### Where the registers sit, run 1

The bar under the picture is 20 um long. Other sequential cells in the stronger gray, the rest of the logic in the fainter gray.
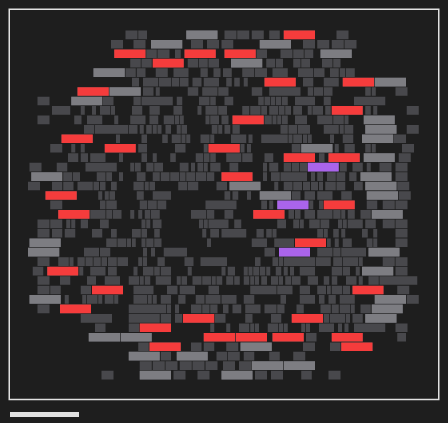
### Wiring by layer, run 1

The bar under the picture is 20 um long. Two of the layers only.
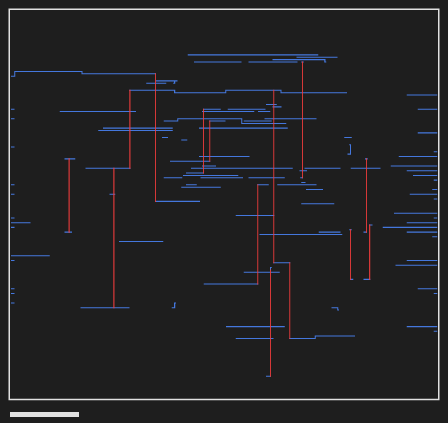
### Congestion heat map, run 1

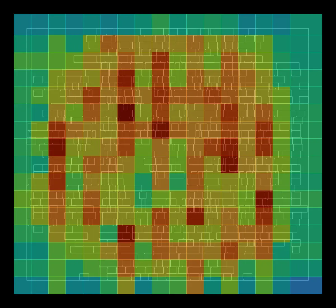
### Placement by cell class, run 1

The bar under the picture is 20 um long.
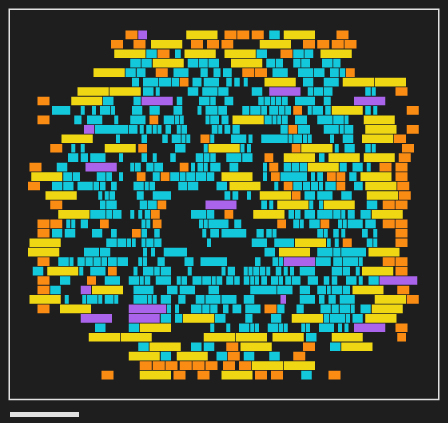
**src/rtl/window_sum_accumulator.sv**
```systemverilog
`default_nettype none
// ============================================================================
//  Module   : window_sum_accumulator
//  Purpose  : Sums WINDOW consecutive handshaked samples into a widened total
//             and holds each total (or a flushed partial) on a valid/ready port.
//  Revision : 1.0 - initial release
// ============================================================================
module window_sum_accumulator #(
    parameter  int WIDTH     = 32,
    parameter  int WINDOW    = 4,
    localparam int ACC_WIDTH = WIDTH + $clog2(WINDOW),
    localparam int CNT_WIDTH = $clog2(WINDOW + 1)
) (
    input  logic                 clock,
    input  logic                 reset_n,
    input  logic [WIDTH-1:0]     io_in_bits,
    input  logic                 io_in_valid,
    output logic                 io_in_ready,
    input  logic                 io_flush,
    output logic [ACC_WIDTH-1:0] io_out_bits,
    output logic [CNT_WIDTH-1:0] io_out_count,
    output logic                 io_out_valid,
    input  logic                 io_out_ready
);

    typedef enum logic [0:0] {
        ACCUM = 1'b0,
        HOLD  = 1'b1
    } state_t;

    localparam logic [CNT_WIDTH-1:0] LAST_CNT  = CNT_WIDTH'(WINDOW - 1);
    localparam bit                   SINGLE    = (WINDOW == 1);

    state_t                 state;
    state_t                 state_nxt;
    logic [ACC_WIDTH-1:0]   acc;
    logic [ACC_WIDTH-1:0]   acc_nxt;
    logic [CNT_WIDTH-1:0]   cnt;
    logic [CNT_WIDTH-1:0]   cnt_nxt;
    logic [ACC_WIDTH-1:0]   out_bits;
    logic [ACC_WIDTH-1:0]   out_bits_nxt;
    logic [CNT_WIDTH-1:0]   out_count;
    logic [CNT_WIDTH-1:0]   out_count_nxt;

    logic                   in_fire;
    logic                   out_fire;
    logic [ACC_WIDTH-1:0]   in_ext;
    logic [ACC_WIDTH-1:0]   acc_plus_in;
    logic [CNT_WIDTH-1:0]   cnt_plus_fire;
    logic                   window_done;
    logic                   flush_take;

    // Ready is only coupled to the downstream while a result is parked.
    assign io_in_ready  = (state == ACCUM) | io_out_ready;
    assign io_out_valid = (state == HOLD);
    assign io_out_bits  = out_bits;
    assign io_out_count = out_count;

    assign in_fire       = io_in_valid & io_in_ready;
    assign out_fire      = io_out_valid & io_out_ready;
    assign in_ext        = ACC_WIDTH'(io_in_bits);
    assign acc_plus_in   = acc + (in_fire ? in_ext : '0);
    assign cnt_plus_fire = cnt + CNT_WIDTH'(in_fire);
    assign window_done   = in_fire & (cnt == LAST_CNT);
    assign flush_take    = io_flush & ((cnt != '0) | in_fire);

    always_ff @(posedge clock or negedge reset_n) begin
        if (!reset_n) begin
            state     <= ACCUM;
            acc       <= '0;
            cnt       <= '0;
            out_bits  <= '0;
            out_count <= '0;
        end else begin
            state     <= state_nxt;
            acc       <= acc_nxt;
            cnt       <= cnt_nxt;
            out_bits  <= out_bits_nxt;
            out_count <= out_count_nxt;
        end
    end

    always_comb begin
        state_nxt     = state;
        acc_nxt       = acc;
        cnt_nxt       = cnt;
        out_bits_nxt  = out_bits;
        out_count_nxt = out_count;

        case (state)
            ACCUM: begin
                // A completing sample yields cnt_plus_fire == WINDOW, so the
                // full-window and flush loads share one path.
                if (window_done || flush_take) begin
                    out_bits_nxt  = acc_plus_in;
                    out_count_nxt = cnt_plus_fire;
                    acc_nxt       = '0;
                    cnt_nxt       = '0;
                    state_nxt     = HOLD;
                end else if (in_fire) begin
                    acc_nxt = acc_plus_in;
                    cnt_nxt = cnt_plus_fire;
                end
            end
            HOLD: begin
                if (out_fire) begin
                    if (in_fire && SINGLE) begin
                        out_bits_nxt  = in_ext;
                        out_count_nxt = CNT_WIDTH'(1);
                        acc_nxt       = '0;
                        cnt_nxt       = '0;
                    end else begin
                        // Outputs read zero whenever nothing is held.
                        out_bits_nxt  = '0;
                        out_count_nxt = '0;
                        acc_nxt       = in_fire ? in_ext : '0;
                        cnt_nxt       = CNT_WIDTH'(in_fire);
                        state_nxt     = ACCUM;
                    end
                end
            end
            default: begin
                state_nxt = ACCUM;
            end
        endcase
    end

endmodule
`default_nettype wire

```
**config.mk**
```make
export PLATFORM = sky130hd
export DESIGN_NAME = window_sum_accumulator
export DESIGN_NICKNAME = d
export VERILOG_FILES = /design/src/rtl/window_sum_accumulator.sv
export SDC_FILE = /design/constraint.sdc
export NUM_CORES = 1
export LEC_CHECK = 0
export CAP_MARGIN = 20
export CORE_ASPECT_RATIO = 0.9
export CORE_MARGIN = 5
export CORE_UTILIZATION = 45
export DETAILED_ROUTE_END_ITERATION = 8
export PLACE_DENSITY = 0.79
export REMOVE_ABC_BUFFERS = 1
export SYNTH_ARGS = -nofsm -noshare
export SYNTH_HDL_FRONTEND = slang
export SYNTH_SLANG_ARGS = --single-unit
```
**constraint.sdc**
```tcl
create_clock -name clock -period 4.3 [get_ports clock]
set_input_delay 1.075 -clock clock [delete_from_list [all_inputs] [get_ports clock]]
set_output_delay 1.075 -clock clock [all_outputs]
set_load 0.005 [all_outputs]
```
==> impl_metrics.env, run 1 <==
# flow metrics
export IMPL_rows=37
export IMPL_warnings=25
export IMPL_edf_count=0
export IMPL_taps=156
export IMPL_arrival_ps=4150
export IMPL_worst_slack_ps=386
export IMPL_routabilityCongestion=0.964
export IMPL_nFillCells=1032
export IMPL_ys_sh_aoi=0.298
export IMPL_cp_startpoint="io_out_ready"
export IMPL_dpl_instance_area_sq_mm=0.00620
export IMPL_tightest_slew_ps=944
export IMPL_port_buffers=75
export IMPL_hold_viol=0
export IMPL_yosysUniqueCellTypes=66
export IMPL_fp_util=0.457
export IMPL_ys_seq_share=0.362
export IMPL_grt_first_pass_wirelength_um=24900
export IMPL_critical_path_required_ps=4530
export IMPL_p_leak_nw=2.96
export IMPL_status="finished, final reports clean"
export IMPL_antenna_found_initial=0
export IMPL_final_common_cell="dfrtp_1"
export IMPL_finalMaxSlewViolations=0
export IMPL_path_buffers=2
export IMPL_holdCritPathClass="reg2reg"
export IMPL_layout_top_cells="dfrtp_1, clkdlybuf4s50_1, nor2_1"
export IMPL_cts_sinks=75
export IMPL_syn_cell_area_sq_mm=0.00519
export IMPL_maxCapViolations=0
export IMPL_grt_start_max_net_pins=76
export IMPL_crit_chain="clkdlybuf4s50_1 > nand2b_1 > buf_4 > and3_1 > ha_1 > a21oi_1 > o21ai_0 > a31oi_4 > o21ai_4 > a221oi_4 > xnor2_1 > a221oi_2 > nor2_1"
export IMPL_hold_start="io_out_bits[22]"
export IMPL_critPathMaxFanout=12
export IMPL_worstHoldPathCells=2
export IMPL_cts_root_buf="clkbuf_16"
export IMPL_tns_ps=0
About 'Where the registers sit':
legend:
  purple:
    signal: cnt
    placed_flops: 3
  red:
    signal: acc
    placed_flops: 34
    where: all over the die
not colored: 38
fin util: 0.575
power in sequential cells: 0.00117 W

About 'Wiring by layer':
legend:
  red:
    layer: met4
    wire_length: 365 um
  blue:
    layer: met3
    wire_length: 939 um
wire per inst: 18.6 um
routed vias: 4835

About 'Congestion heat map':
Most Crowded Layer GR: met2
Global Route Usage Sum: 0.227
M1 GR Usage: 0.319

About 'Placement by cell class':
legend:
  purple:
    class: clock drivers and dummy loads
    cells: 15
  orange:
    class: other buffers and delay cells
    cells: 105
  yellow:
    class: flip-flops
    cells: 75
  cyan:
    class: all other logic
    cells: 455
fraction of area in registers: 0.288
Core Footprint: 0.0113 sq mm

==> run 1: where the power goes <==
group          switching, W  internal, W  leakage [nW]
Sequential         0.000177     0.000990         0.965
Combinational       0.00132      0.00108          1.85
Clock              0.000315     0.000507         0.152
Total               0.00181      0.00258          2.96
==> run 1: layer usage <==
metal  GRT usage  part of all wire
met3      0.0488             0.063
met2       0.343              0.46
met1       0.319              0.46
met5           0                 0
met4      0.0849             0.024
==> run 1: metrics by stage <==
step           hold WS [ps]  cells  power, W
2_1_floorplan           456    530   0.00265
3_3_place_gp            466    791   0.00350
3_5_place_dp            473    791   0.00356
4_1_cts                 486    806   0.00440
5_1_grt                 520    806   0.00473
6_report                479    806   0.00439
==> run 2: changes to the inputs <==
ABC_AREA = 1   (was not set)
PLACE_DENSITY = 0.78   (was 0.79)
### Where the registers sit, run 2

The bar under the picture is 50 um long. Other sequential cells in the stronger gray, the rest of the logic in the fainter gray.
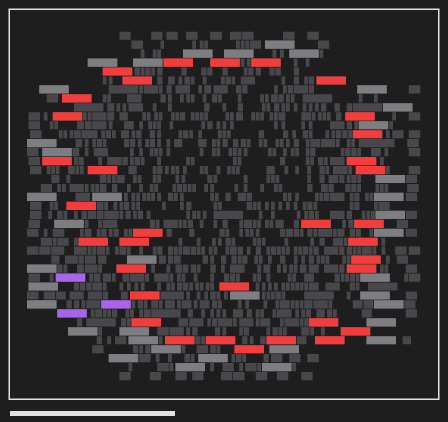
legend:
  purple:
    signal: cnt
    placed_flops: 3
  red:
    signal: acc
    placed_flops: 34
    where: all over the die
not colored: 38
Flop area: 0.00188 sq mm
fin util: 0.551
fraction of area in registers: 0.268

==> run 2 against run 1 <==
Compared with the run above: final cell count rose by 40%; worst setup slack improved by 240 ps; sequential cell count is the same; clock skew down 2.1 ps; die size increased by 11%; sequential power about the same; non-clock buffer count down 24; register-to-register slack better by 400 ps; hold slack got worse by 1.2 ps; highest routed layer unchanged.
==> impl_metrics.env, run 2 <==
# flow metrics
export IMPL_busiest_layer="met2"
export IMPL_cts_sinks=75
export IMPL_status="finished, final reports clean"
export IMPL_port_buffers=75
export IMPL_ys_seq_share=0.322
export IMPL_pg_clk_w=0.000784
export IMPL_combPwrFrac=0.566
export IMPL_routed_top_layer="met4"
export IMPL_cts_root_buf="clkbuf_16"
export IMPL_edf_count=0
export IMPL_tns_ps=0
export IMPL_hold_start="io_out_bits[17]"
export IMPL_routed_wl_met2_um=7410
export IMPL_netSwitchingPower_w=0.00205
export IMPL_path_buffers=3
export IMPL_vias=5797
export IMPL_instances_no_fill=1128
export IMPL_routabilityCongestion=1.00
export IMPL_comb_cell_power_w=0.00252
export IMPL_crit_chain="clkdlybuf4s50_1 > inv_1 > nand2_4 > nand2_4 > nor2_1 > ha_1 > inv_1 > fa_1 > o21ai_2 > nand2_1 > nand2_1 > nand2_1 > nand2_1 > nand2_1 > nand2_1 > nand2_1 > nand4_1 > nand2_1"
export IMPL_netSwitchingFraction=0.462
export IMPL_use_met3=0.0576
export IMPL_worstHoldPathCells=2
export IMPL_hold_viol=0
### Placement by cell class, run 2

The bar under the picture is 50 um long.
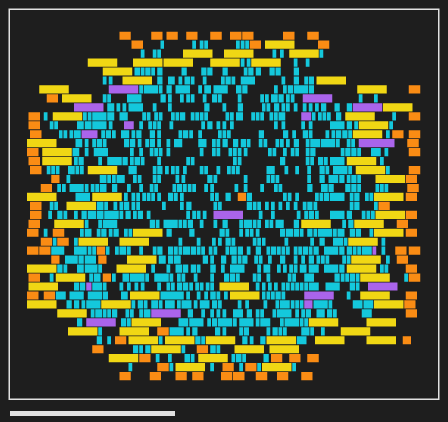
legend:
  yellow:
    class: flip-flops
    cells: 75
  cyan:
    class: all other logic
    cells: 792
  purple:
    class: clock drivers and dummy loads
    cells: 16
  orange:
    class: other buffers and delay cells
    cells: 81
Design Area, Final: 0.00699 sq mm
# rows: 39
Core Footprint: 0.0127 sq mm

==> run 2: cell count changes in the layout (fill, tap and decap cells not counted), sizes merged, moves of 26 or more <==
| cell | before | now |
|---|---|---|
| and3 | 32 | 0 |
| nand3 | 6 | 58 |
| nand2 | 57 | 272 |
| a22o | 33 | 7 |
| nor2 | 64 | 103 |
| inv | 8 | 146 |
| a21oi | 35 | 69 |
==> run 2: cell type report <==
type                            count  area [sq um]
Inverter                          144           541
Sequential cell                    75          1880
Fill cell                        1273          5690
Clock buffer                       11           243
Timing Repair Buffer               81           793
Tap cell                          164           205
Clock inverter                      5          60.1
Multi-Input combinational cell    648          3270
Power and IR drop assume default switching activity.
